Fig. 1: cell placement
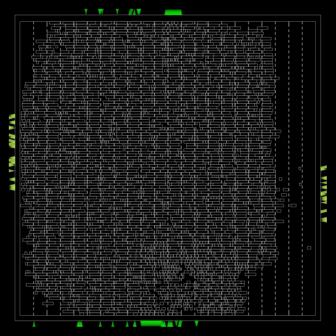
Fig. 2: wire density map
Bar = 100 um. 31 x 31 tiles, from dark purple (low) to yellow (high), scaled to the fullest tile. Values are wire area over tile area, all layers added.
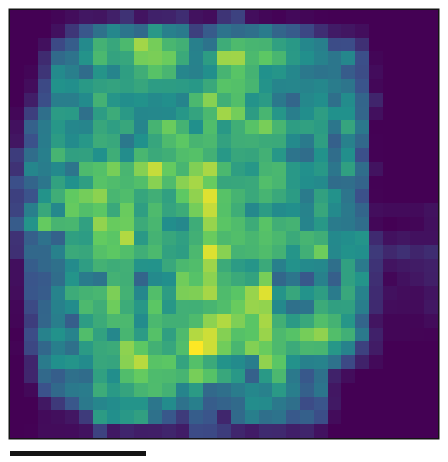
Fig. 3: sequential cells coloured by netlist name
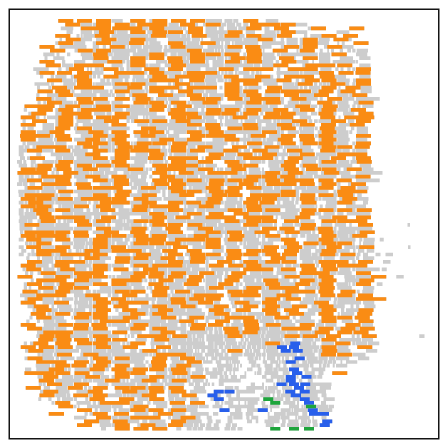
Fig. 4: signal wires on met4
Bar = 100 um. Supply wires on this layer in grey.
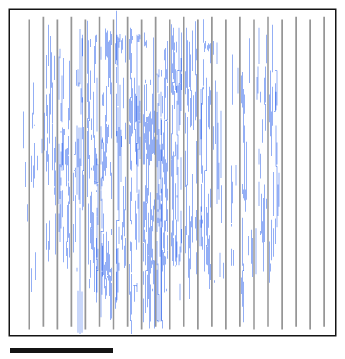
$ cat config.mk
export PLATFORM = sky130hd
export DESIGN_NAME = pipe_reg_file
export DESIGN_NICKNAME = d
export VERILOG_FILES = /design/src/rtl/pipe_reg_file.sv
export SDC_FILE = /design/constraint.sdc
export NUM_CORES = 2
export LEC_CHECK = 0
export CORE_MARGIN = 5
export CORE_UTILIZATION = 62
export CTS_CLUSTER_SIZE = 14
export DETAILED_ROUTE_END_ITERATION = 16
export HOLD_SLACK_MARGIN = 0.15
export PLACE_DENSITY = 0.91
export SYNTH_ARGS = -nofsm -noshare
export SYNTH_HDL_FRONTEND = slang
export SYNTH_SLANG_ARGS = --single-unit
$ cat constraint.sdc
create_clock -name clock -period 7.7 [get_ports clock]
set_clock_uncertainty 0.15 [all_clocks]
set_input_delay 0.77 -clock clock [delete_from_list [all_inputs] [get_ports clock]]
set_output_delay 0.77 -clock clock [all_outputs]
set_load 0.05 [all_outputs]
$ cat src/rtl/pipe_reg_file.sv
// Multi-port register file with destination scoreboard (busy bits + registered busy count).
// Optional write-through forwarding on the read ports: define PIPE_REG_FILE_BYPASS_EN.
module pipe_reg_file #(
    parameter int unsigned DATA_W   = 32'd32,
    parameter int unsigned ADDR_W   = 32'd5,
    parameter int unsigned NUM_RD   = 32'd2,
    parameter int unsigned ZERO_REG = 32'd1
) (
    input  logic                       clock,
    input  logic                       reset,
    input  logic [NUM_RD*ADDR_W-1:0]   rd_addr,
    output logic [NUM_RD*DATA_W-1:0]   rd_data,
    output logic [NUM_RD-1:0]          rd_busy,
    input  logic                       wr_enable,
    input  logic [ADDR_W-1:0]          wr_addr,
    input  logic [DATA_W-1:0]          wr_data,
    input  logic                       issue_valid,
    input  logic [ADDR_W-1:0]          issue_addr,
    output logic [ADDR_W:0]            busy_count
);

    localparam int unsigned DEPTH     = 32'd1 << ADDR_W;
    localparam logic        ZERO_EN_C = (ZERO_REG != 32'd0);

    logic [DATA_W-1:0] regs_r [DEPTH];
    logic [DEPTH-1:0]  busy_r;
    logic [ADDR_W:0]   busy_count_r;

    logic              wr_ok_s;
    logic              iss_ok_s;
    logic [DEPTH-1:0]  wr_mask_s;
    logic [DEPTH-1:0]  iss_mask_s;
    logic [DEPTH-1:0]  busy_next_s;
    logic [NUM_RD*DATA_W-1:0] rd_data_s;
    logic [NUM_RD-1:0]        rd_busy_s;

    function automatic logic [ADDR_W:0] popcount_f(input logic [DEPTH-1:0] vec);
        logic [ADDR_W:0] cnt;
        cnt = '0;
        for (int i = 0; i < int'(DEPTH); i++) begin
            cnt = cnt + {{ADDR_W{1'b0}}, vec[i]};
        end
        return cnt;
    endfunction

    // Qualify write/issue (register 0 is hardwired when enabled) and form the next busy vector.
    always_comb begin
        wr_ok_s     = wr_enable   && !(ZERO_EN_C && (wr_addr    == {ADDR_W{1'b0}}));
        iss_ok_s    = issue_valid && !(ZERO_EN_C && (issue_addr == {ADDR_W{1'b0}}));
        wr_mask_s   = wr_ok_s  ? ({{(DEPTH-1){1'b0}}, 1'b1} << wr_addr)    : {DEPTH{1'b0}};
        iss_mask_s  = iss_ok_s ? ({{(DEPTH-1){1'b0}}, 1'b1} << issue_addr) : {DEPTH{1'b0}};
        // Set after clear: a same-edge issue marks a newer pending producer.
        busy_next_s = (busy_r & ~wr_mask_s) | iss_mask_s;
    end

    // Register array storage.
    always_ff @(posedge clock) begin
        if (reset) begin
            for (int i = 0; i < int'(DEPTH); i++) begin
                regs_r[i] <= {DATA_W{1'b0}};
            end
        end else if (wr_ok_s) begin
            regs_r[wr_addr] <= wr_data;
        end
    end

    // Scoreboard busy bits and their registered population count.
    always_ff @(posedge clock) begin
        if (reset) begin
            busy_r       <= {DEPTH{1'b0}};
            busy_count_r <= {(ADDR_W+1){1'b0}};
        end else begin
            busy_r       <= busy_next_s;
            busy_count_r <= popcount_f(busy_next_s);
        end
    end

    // Combinational read ports, each resolved independently.
    always_comb begin
        rd_data_s = {(NUM_RD*DATA_W){1'b0}};
        rd_busy_s = {NUM_RD{1'b0}};
        for (int k = 0; k < int'(NUM_RD); k++) begin
            logic [ADDR_W-1:0] ra;
            logic              wr_hit;
            ra     = rd_addr[k*ADDR_W +: ADDR_W];
            wr_hit = wr_ok_s && (wr_addr == ra);
            if (ZERO_EN_C && (ra == {ADDR_W{1'b0}})) begin
                rd_data_s[k*DATA_W +: DATA_W] = {DATA_W{1'b0}};
                rd_busy_s[k]                  = 1'b0;
            end else begin
`ifdef PIPE_REG_FILE_BYPASS_EN
                if (wr_hit) begin
                    rd_data_s[k*DATA_W +: DATA_W] = wr_data;
                    rd_busy_s[k]                  = 1'b0;
                end else begin
                    rd_data_s[k*DATA_W +: DATA_W] = regs_r[ra];
                    rd_busy_s[k]                  = busy_r[ra];
                end
`else
                // Without forwarding, an in-flight write to this address makes the old data stale.
                rd_data_s[k*DATA_W +: DATA_W] = regs_r[ra];
                rd_busy_s[k]                  = busy_r[ra] | wr_hit;
`endif
            end
        end
    end

    assign rd_data    = rd_data_s;
    assign rd_busy    = rd_busy_s;
    assign busy_count = busy_count_r;

endmodule

==> qor.txt <==
Max-Cap Viols - 0
Area contributors post-synth - edfxtp_1, mux4_2, and2_1
CP top delay family - adder cells
GR peak layer - met2
Post-synth EDFFs - 1024
Share of cells above drive strength 1 - 26.1%
Distinct cells, synth - 44
Worst-Skew Late Latency - 680 ps
Sw power - 3680 uW
Via count - 37980
Hpwl dp - 97.2 mm
Critical path fanouts, max - 16
Die Height - 314 um
RR Endpoint - busy_count[4]
Initial antenna violation count - 14
Maximum vdd drop - 0.201 mV
Crit-path slowest cell - clkdlybuf4s50_1
Mapped Cells - 3611
Clk pwr - 5300 uW
Met1 usage - 46.3%
Top cells by count - edfxtp_1, and2_1, mux4_2, clkbuf_1, nand2_1
R2r setup slk - 2340 ps
Comb power - 2030 uW
Finish-stage setup viols - 0
Placed cells - 4656
Final hold slack - 435 ps
Ys flop type - edfxtp_1
Fmax - 150 MHz
Via/cell ratio - 7.82
Top pwr grp - registers
GR Util All Layers - 37.7%
Post-CTS setup-driven buffer insertion count - 0
Cycle use final - 86.7%
Startpoint Class - input pin
IO Port Bufs - 127
Top cell area share - 53.6%
Ys cells - 3611
Synth flops - 1062
Worst Slack Setup Final - 1030 ps
Worst-path clk slew - 60 ps
Top cell by count, worst path - fa_1
Final Wtd Congestion - 0.901
Post-layout min period - 6670 ps
# hold bufs at CTS - 0
Init Core Util - 62.5%
Wire length on met3 - 32.3 mm
Buf/Inv on CP - 5
ANT nets after route - 0
Drt total wl - 187 mm
R2R cell count - 16
Logic pwr share - 14.3%
DRT met1 WL - 53.6 mm
Crit path cell chain - clkdlybuf4s50_1, nor3b_1, nand2_1, a22o_1, fa_1, inv_1, fa_1, inv_1, fa_1, fa_1, inv_1, fa_1, fa_1, inv_1, ha_1, fa_1, a21o_1, a21oi_1, xor2_1, nor2_1
Setup tns final - 0 ps
Top sig layer - met5
Register share of total power - 48.4%
Die Wd - 314 um
Global route overflow - 0
Worst Hold Depth - 2
Min-Delay Path Class - input pin to flip-flop
Final Instance Count excl. Fillers - 4857
Met2 Usage GRT - 57.0%
Clock Power Share - 37.4%
First-pass GRT wire length - 266 mm
DR WL/cell - 38.4 um
OpenROAD warning count - 30
Mapped cell area - 0.0573 mm2
Synth Seq Share - 55.0%
CTS tree - done
Vias in the first global route - 39266
Hold Path Origin - reset
Crit Path Class - input pin to flip-flop
Largest net degree at the start of global routing - 108
DRC violations left - 0
Max-slew violation count - 0
Met2 Wirelength - 84.5 mm
Design area - 0.0629 mm2
Synth area leader - edfxtp_1
Clock sinks - 1062
DP Area - 0.0594 mm2
Avg Inst Size Synth - 15.9 um2
Area grow syn2layout - 9.74%
Worst-case clock buffer depth - 3
I/O Pins - 128
Power Dens Cells - 226 mW/mm2
Setup slack at placement - 470 ps
Tightest Pin Transition - 1400 ps
Async SR Flop Fraction - 0%
Syn. warnings - 0
Run status - completed
Switch share - 25.9%
CTS buffer count - 104
Hold EP - busy_r[3]
Die area - 0.0986 mm2
Pwr Total - 14200 uW
Back to the opening pictures, Fig. 1:
Tapcells: 1186
row count: 111

Back to the opening pictures, Fig. 2:
densest ninth of the die	centre
fullest tile	0.89
nearly empty tiles	16%

Back to the opening pictures, Fig. 3:
name in the netlist	colour	flops
`busy_r`	blue	32
`regs_r`	orange	1024
`busy_count`	green	6
sequential power: 6860 uW
Reg area: 0.0315 mm2
Core Util, Final: 68.6%

Back to the opening pictures, Fig. 4:
share of all routed wire	8.6%
wire length on this layer	16000 um
main direction	vertical
nets with wire on the layer	249

## worst max-delay path by stage
stage | endpoint | start | cells past startpoint | slack [ps]
after floorplan | busy_count[4] | wr_addr[0] | 22 | 1210
after global placement | busy_count[4] | wr_addr[0] | 21 | 530
after detailed placement | busy_count[4] | wr_addr[0] | 21 | 470
after CTS | busy_count[4] | wr_addr[0] | 21 | 1150
after global routing | busy_count[4] | wr_addr[0] | 21 | 890
final | busy_count[4] | wr_addr[3] | 20 | 1030
## cells in the final DEF, fill, tap and decap left out, drive strengths merged, types with 5 or more instances in the layout
master         count
edfxtp          1024
and2             998
mux4             648
clkbuf           128
clkdlybuf4s50    116
nand2             99
buf               89
clkinv            72
inv               68
o21ai             64
nor2              57
dfxtp             38
mux2i             32
conb              32
nor2b             26
nand2b            25
fa                24
bufinv            14
a22o              10
nand3              9
a22oi              9
diode              7
or2                7
xor2               7
ha                 7
a32oi              6
nand3b             6
nor3b              5
xnor2              5
## sequential cells by signal, summed over array words and instances, names as in the netlist
name and flops:
busy_count 6, busy_r 32, regs_r 1024
## kinds of logic after synthesis
kind of cell | synth area share, %
and+or+nand+nor | 13.0
AOI/OAI and AO/OA | 1.12
adders and majority gates | 0.991
xor gates and xnor gates | 0.183
buffers and inverters | 3.67
muxes | 26.0
DFF | 55.0
other | 0.00654
## final cells by class
cell class	count	area, um2
Clock inverter	66	719
Tap cell	1186	1480
Antenna cell	7	17.5
Sequential cell	1062	31500
Inverter	91	342
Clock buffer	128	2770
Timing Repair Buffer	205	1970
Multi-Input combinational cell	2112	24100
Fill cell	5405	28800
Power and IR drop assume default switching activity.
